`src/rtl/cv32e40p_tmr_pkg.sv`:
```
// Shared types and constants for the TMR fault manager and its error counters.
package cv32e40p_tmr_pkg;

    typedef enum logic [1:0] {
        HEALTHY  = 2'd0,
        DEGRADED = 2'd1,
        FAILED   = 2'd2
    } tmr_state_e;

    localparam logic [2:0] TMR_NONE = 3'b000;
    localparam logic [2:0] TMR_R1   = 3'b001;
    localparam logic [2:0] TMR_R2   = 3'b010;
    localparam logic [2:0] TMR_R3   = 3'b100;

    function automatic logic [1:0] popcount3(input logic [2:0] v);
        return {1'b0, v[0]} + {1'b0, v[1]} + {1'b0, v[2]};
    endfunction

endpackage

```
`src/rtl/cv32e40p_tmr_err_counter.sv`:
```
// Per-replica saturating up/down error counter with leaky-decay input.
module cv32e40p_tmr_err_counter #(
    parameter int unsigned THR   = 4,
    parameter int unsigned CNT_W = 3
) (
    input  logic             clk,
    input  logic             rst_n,
    input  logic             en_i,
    input  logic             inc_i,
    input  logic             dec_i,
    input  logic             clr_i,
    output logic [CNT_W-1:0] cnt_o,
    output logic             at_thr_o
);

    logic [CNT_W-1:0] cnt_q, cnt_d;

    always_comb begin
        cnt_d = cnt_q;
        if (clr_i) begin
            cnt_d = '0;
        end else if (en_i) begin
            if (inc_i && !dec_i && cnt_q != CNT_W'(THR)) begin
                cnt_d = cnt_q + CNT_W'(1);
            end else if (dec_i && !inc_i && cnt_q != '0) begin
                cnt_d = cnt_q - CNT_W'(1);
            end
        end
    end

    always_ff @(posedge clk) begin
        if (!rst_n) begin
            cnt_q <= '0;
        end else begin
            cnt_q <= cnt_d;
        end
    end

    assign cnt_o = cnt_q;
    // Lookahead: the value this counter will hold after the edge sits at threshold.
    assign at_thr_o = (cnt_d == CNT_W'(THR));

endmodule

```
`src/rtl/cv32e40p_tmr_fault_manager.sv`:
```
// TMR fault manager: per-replica error accounting, broken-replica selection and fatal detection.
//   state    | meaning
//   HEALTHY  | full 3-way voting, errors counted with leaky decay
//   DEGRADED | one replica masked via broken_block_o, counters frozen
//   FAILED   | no reliable majority, fatal_o sticky until clear/reset
module cv32e40p_tmr_fault_manager
    import cv32e40p_tmr_pkg::*;
#(
    parameter int unsigned ERR_THRESHOLD = 4,
    parameter int unsigned WINDOW        = 64,
    localparam int unsigned CNT_W        = $clog2(ERR_THRESHOLD + 1)
) (
    input  logic               clk,
    input  logic               rst_n,
    input  logic               valid_i,
    input  logic               err_detected_1_i,
    input  logic               err_detected_2_i,
    input  logic               err_detected_3_i,
    input  logic               clear_i,
    output logic [2:0]         broken_block_o,
    output logic               fatal_o,
    output logic [1:0]         state_o,
    output logic [3*CNT_W-1:0] err_cnt_o
);

    localparam int unsigned WIN_W = $clog2(WINDOW);

    tmr_state_e       state_q, state_d;
    logic [2:0]       broken_q, broken_d;
    logic             fatal_q, fatal_d;
    logic [WIN_W-1:0] win_q, win_d;

    logic [2:0]       errs, inc, dec, at_thr, hit;
    logic [1:0]       nerr;
    logic             cnt_en, cnt_clr, wrap;

    assign errs = {err_detected_3_i, err_detected_2_i, err_detected_1_i};
    assign nerr = popcount3(errs);
    assign wrap = (win_q == WIN_W'(WINDOW - 1));
    assign hit  = inc & ~dec & at_thr;

    always_comb begin
        state_d  = state_q;
        broken_d = broken_q;
        fatal_d  = fatal_q;
        win_d    = win_q;
        inc      = 3'b000;
        dec      = 3'b000;
        cnt_en   = 1'b0;
        cnt_clr  = 1'b0;
        if (clear_i) begin
            state_d  = HEALTHY;
            broken_d = TMR_NONE;
            fatal_d  = 1'b0;
            win_d    = '0;
            cnt_clr  = 1'b1;
        end else begin
            case (state_q)
                HEALTHY: begin
                    if (valid_i) begin
                        if (nerr >= 2'd2) begin
                            state_d = FAILED;
                            fatal_d = 1'b1;
                        end else begin
                            cnt_en = 1'b1;
                            win_d  = wrap ? '0 : win_q + WIN_W'(1);
                            inc    = errs;
                            dec    = {3{wrap}};
                            // nerr<=1 here, so hit is at most one-hot
                            if (hit != 3'b000) begin
                                state_d  = DEGRADED;
                                broken_d = hit;
                            end
                        end
                    end
                end
                DEGRADED: begin
                    if (valid_i && (errs & ~broken_q) != 3'b000) begin
                        state_d = FAILED;
                        fatal_d = 1'b1;
                    end
                end
                FAILED: begin
                    fatal_d = 1'b1;
                end
                default: begin
                    state_d = FAILED;
                    fatal_d = 1'b1;
                end
            endcase
        end
    end

    always_ff @(posedge clk) begin
        if (!rst_n) begin
            state_q  <= HEALTHY;
            broken_q <= TMR_NONE;
            fatal_q  <= 1'b0;
            win_q    <= '0;
        end else begin
            state_q  <= state_d;
            broken_q <= broken_d;
            fatal_q  <= fatal_d;
            win_q    <= win_d;
        end
    end

    for (genvar k = 0; k < 3; k++) begin : g_cnt
        cv32e40p_tmr_err_counter #(
            .THR   (ERR_THRESHOLD),
            .CNT_W (CNT_W)
        ) u_cnt (
            .clk      (clk),
            .rst_n    (rst_n),
            .en_i     (cnt_en),
            .inc_i    (inc[k]),
            .dec_i    (dec[k]),
            .clr_i    (cnt_clr),
            .cnt_o    (err_cnt_o[k*CNT_W +: CNT_W]),
            .at_thr_o (at_thr[k])
        );
    end

    assign broken_block_o = broken_q;
    assign fatal_o        = fatal_q;
    assign state_o        = state_q;

endmodule

```
`config.mk`:
```
export PLATFORM = sky130hd
export DESIGN_NAME = cv32e40p_tmr_fault_manager
export DESIGN_NICKNAME = d
export VERILOG_FILES = /design/src/rtl/cv32e40p_tmr_pkg.sv /design/src/rtl/cv32e40p_tmr_err_counter.sv /design/src/rtl/cv32e40p_tmr_fault_manager.sv
export SDC_FILE = /design/constraint.sdc
export NUM_CORES = 1
export LEC_CHECK = 0
export CORE_MARGIN = 1.5
export CORE_UTILIZATION = 56
export CTS_BUF_LIST = sky130_fd_sc_hd__clkbuf_8
export DETAILED_ROUTE_END_ITERATION = 6
export PLACE_DENSITY = 0.92
export SLEW_MARGIN = 20
export SYNTH_ARGS = -nofsm -noshare
export SYNTH_HDL_FRONTEND = slang
export SYNTH_SLANG_ARGS = --single-unit
```
`constraint.sdc`:
```
create_clock -name clk -period 3.3 [get_ports clk]
set_clock_uncertainty 0.1 [all_clocks]
set_input_delay 0.825 -clock clk [delete_from_list [all_inputs] [get_ports clk]]
set_output_delay 0.825 -clock clk [all_outputs]
set_load 0.02 [all_outputs]
```
### Track usage over the die

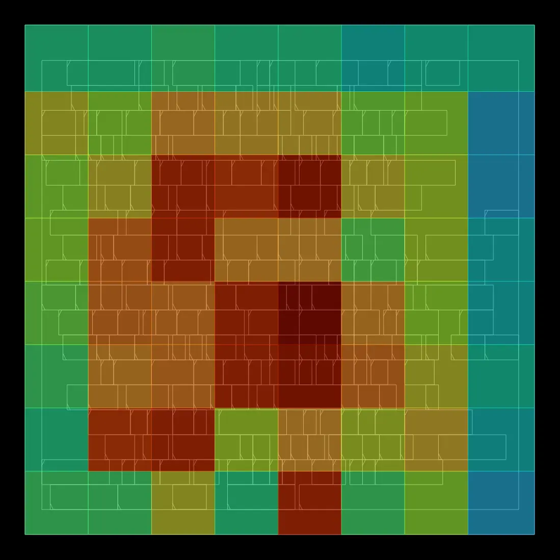
fin util: 74.48%
met2 capacity usage during global routing: 47.11%
average routed wire per standard cell: 16.47 µm
overall track demand over capacity in global routing: 27.37%
layer with the highest usage: met2

==> flow_metrics.tcl <==
# metrics dict for downstream scripts
set metrics [dict create \
    cts_setup_buffers 0 \
    stdcell_area_um2 1896 \
    yosysUniqueCellTypes 48 \
    post_route_minimum_period_ns 3.179 \
    core_um2 2545 \
    critPathCapture "broken_block_o[1]" \
    synth_seq_share_pct 27.18 \
    cts_buffer_depth 2 \
    yosys_most_used_dff "dfxtp_1" \
    synth_adder_area_share_pct 8.900 \
    setup_tns_ns 0 \
    layout-drive-gt1-share_pct 10.71 \
    dp.final_hpwl_um 3062 \
    hold-worst-slack_ns 0.3759 \
    netlist_area_um2 1546 \
    routed-via-count 1656 \
    cell_area_after_placement_um2 1851 \
    initialDrtViolationCount 84 \
    totalPowerFinal_uw 523.3 \
    path_buffers 1 \
    taps 30 \
    p_sw_uw 143.4 \
    critPathMaxStageDelay_ns 0.54 \
    worst_r2r_endpoint "broken_block_o[0]" \
    grt_pass1_wl_um 6817 \
    cts-htree-levels 1 \
    worstHoldPathType "flop to flop" \
    yosys_warnings 0 \
    max-slew-margin-rel_pct 58.51 \
    setup.worst_path.start "err_detected_3_i" \
    worst_path_dominant_cell_family "simple AND/OR/NAND/NOR gates" \
    syn_to_final_growth_pct 22.57 \
    layout.clock.cell_area_share_pct 2.376 \
    worst_pin_slew_ns 0.6200 \
    power.combinational.fraction_pct 17.4 \
    leakage_uw 0.0006731 \
    detailedRoute.firstPassIterationCount 5 \
    finalClockPeriodUsage_pct 96.33 \
    syn-instance-count 194 \
    p_seq_share_pct 49.4 \
    final_net_count 243 \
    post-synth-top-area-fraction_pct 27.18 \
    cts_tree "yes" \
    port-buffer-count 21 \
    p_clk_share_pct 33.2 \
    synth_compound_gate_area_share_pct 22.98 \
    ys_top_logic_family "simple AND/OR/NAND/NOR gates" \
    grt_overflow 0 \
    maxCapViolations 0 \
    muxShareOfSynthArea_pct 2.589 \
    clk_root_buffer_cell "clkbuf_8" \
    worst_ir_drop_vdd_mv 0.3059 \
    r2r_start "g_cnt[2].u_cnt.cnt_o[0]" \
    layout.area.top_class "multi-input combinational cells" \
    cts_inserted_buffers 3 \
    top_power_group "sequential cells" \
    outcome "complete, no violations" \
    gp_congestion 0.9627 \
    grt_start_max_net_pins 12 \
    simple_gate_area_share_pct 25.57 \
    post_drt_via_cell_ratio 6.520 \
    mappedNetlistNets 212 \
    post_layout_nonfiller_instances 254 \
    die-height_um 55.55 \
    crit_slowest_cell "clkdlybuf4s50_1" \
    detail_route.drc_violations 0 \
    nonClockInverterCount 13 \
    fp_util_pct 60.77 \
    cp.required_ns 3.36 \
    io_pins 22 \
    crit_path_cells "clkdlybuf4s50_1, ha_1, a21o_1, or3_2, nor4_1, mux2i_1, nand2b_1, a32o_1" \
    pwr_density_cell_nw_per_um2 276.1 \
    end_of_the_worst_hold_path "fatal_o" \
    postSynthAreaPerCell_um2 7.972 \
    place_ws_ns -0.01480 \
    rows 18 \
    comb-cell-share_pct 55.45 \
    post_cts_hold_buffer_count 0 \
    final_layout_top_logic_cells "dfxtp_1, clkdlybuf4s50_1, nor2_1, a21oi_1, inv_1" \
    holdPathStages 2 \
    grt_use_met1_pct 31.98 \
    seqAreaFraction_pct 22.18 \
    worstHoldStart "fatal_o" \
    insertedDiodeCount 0 \
    reg2reg_setup_slack_ns 0.81 \
    numClockSinks 21 \
    crit_arrival_ns 3.24 \
    cellInternalPower_uw 379.9 \
    rsz0062_at_grt "false" \
    warnings 32 \
    number_of_sequential_cells 21 \
    multiInputGateArea_um2 1051 \
    switching_fraction_of_total_power_pct 27.41 \
    cp-start-kind "input port" \
    number_of_setup_violations_in_the_final_report 0 \
    chip_area_um2 3086 \
    yosys.cell_count.top_type "dfxtp_1" \
    non_clock_buffer_count 32 \
    combinationalPower_uw 90.9 \
    worst_setup_hold_path_clk_slew_ns 0.08 \
    layout.filler_cells 173 \
    wl_um 4183 \
    yosysTopAreaCell "dfxtp_1" \
    cts_repair_resize_count 0 \
    die.size.x_um 55.55 \
    yosys.area_share.xor_xnor_pct 7.929 \
    timing.critical_path.to_type "flop" \
]
### PDN straps and rails

Drawn at 6 px/µm. Pins as bars on the die edge.
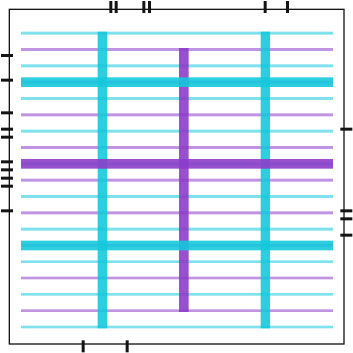
[VSS] cyan
[VDD] purple
met1 rails: 19
met4 straps: 3
rows: 18
signal pins: 22
met5 straps: 3

## metal layers
layer | vias to the layer above | wire, µm
met5 | - | 0
met4 | 0 | 128
met3 | 23 | 375
met2 | 104 | 1991
met1 | 762 | 1687
li1 | 767 | -
## registers in the layout (all words and copies together) (netlist names)
name and count:
broken_block_o 3, fatal_o 1, g_cnt.u_cnt.cnt_o 9, state_o 2, win_q 6
## cell families (layout without fill, tap and decap cells)
family                   after synthesis  after routing
buffers and inverters                 19             49
AND/OR/NAND/NOR                       72             72
flip-flops                            21             21
AND-OR/OR-AND                         53             53
multiplexers                           4              4
adder cells (fa/ha/maj)               11             11
XOR/XNOR                              14             14
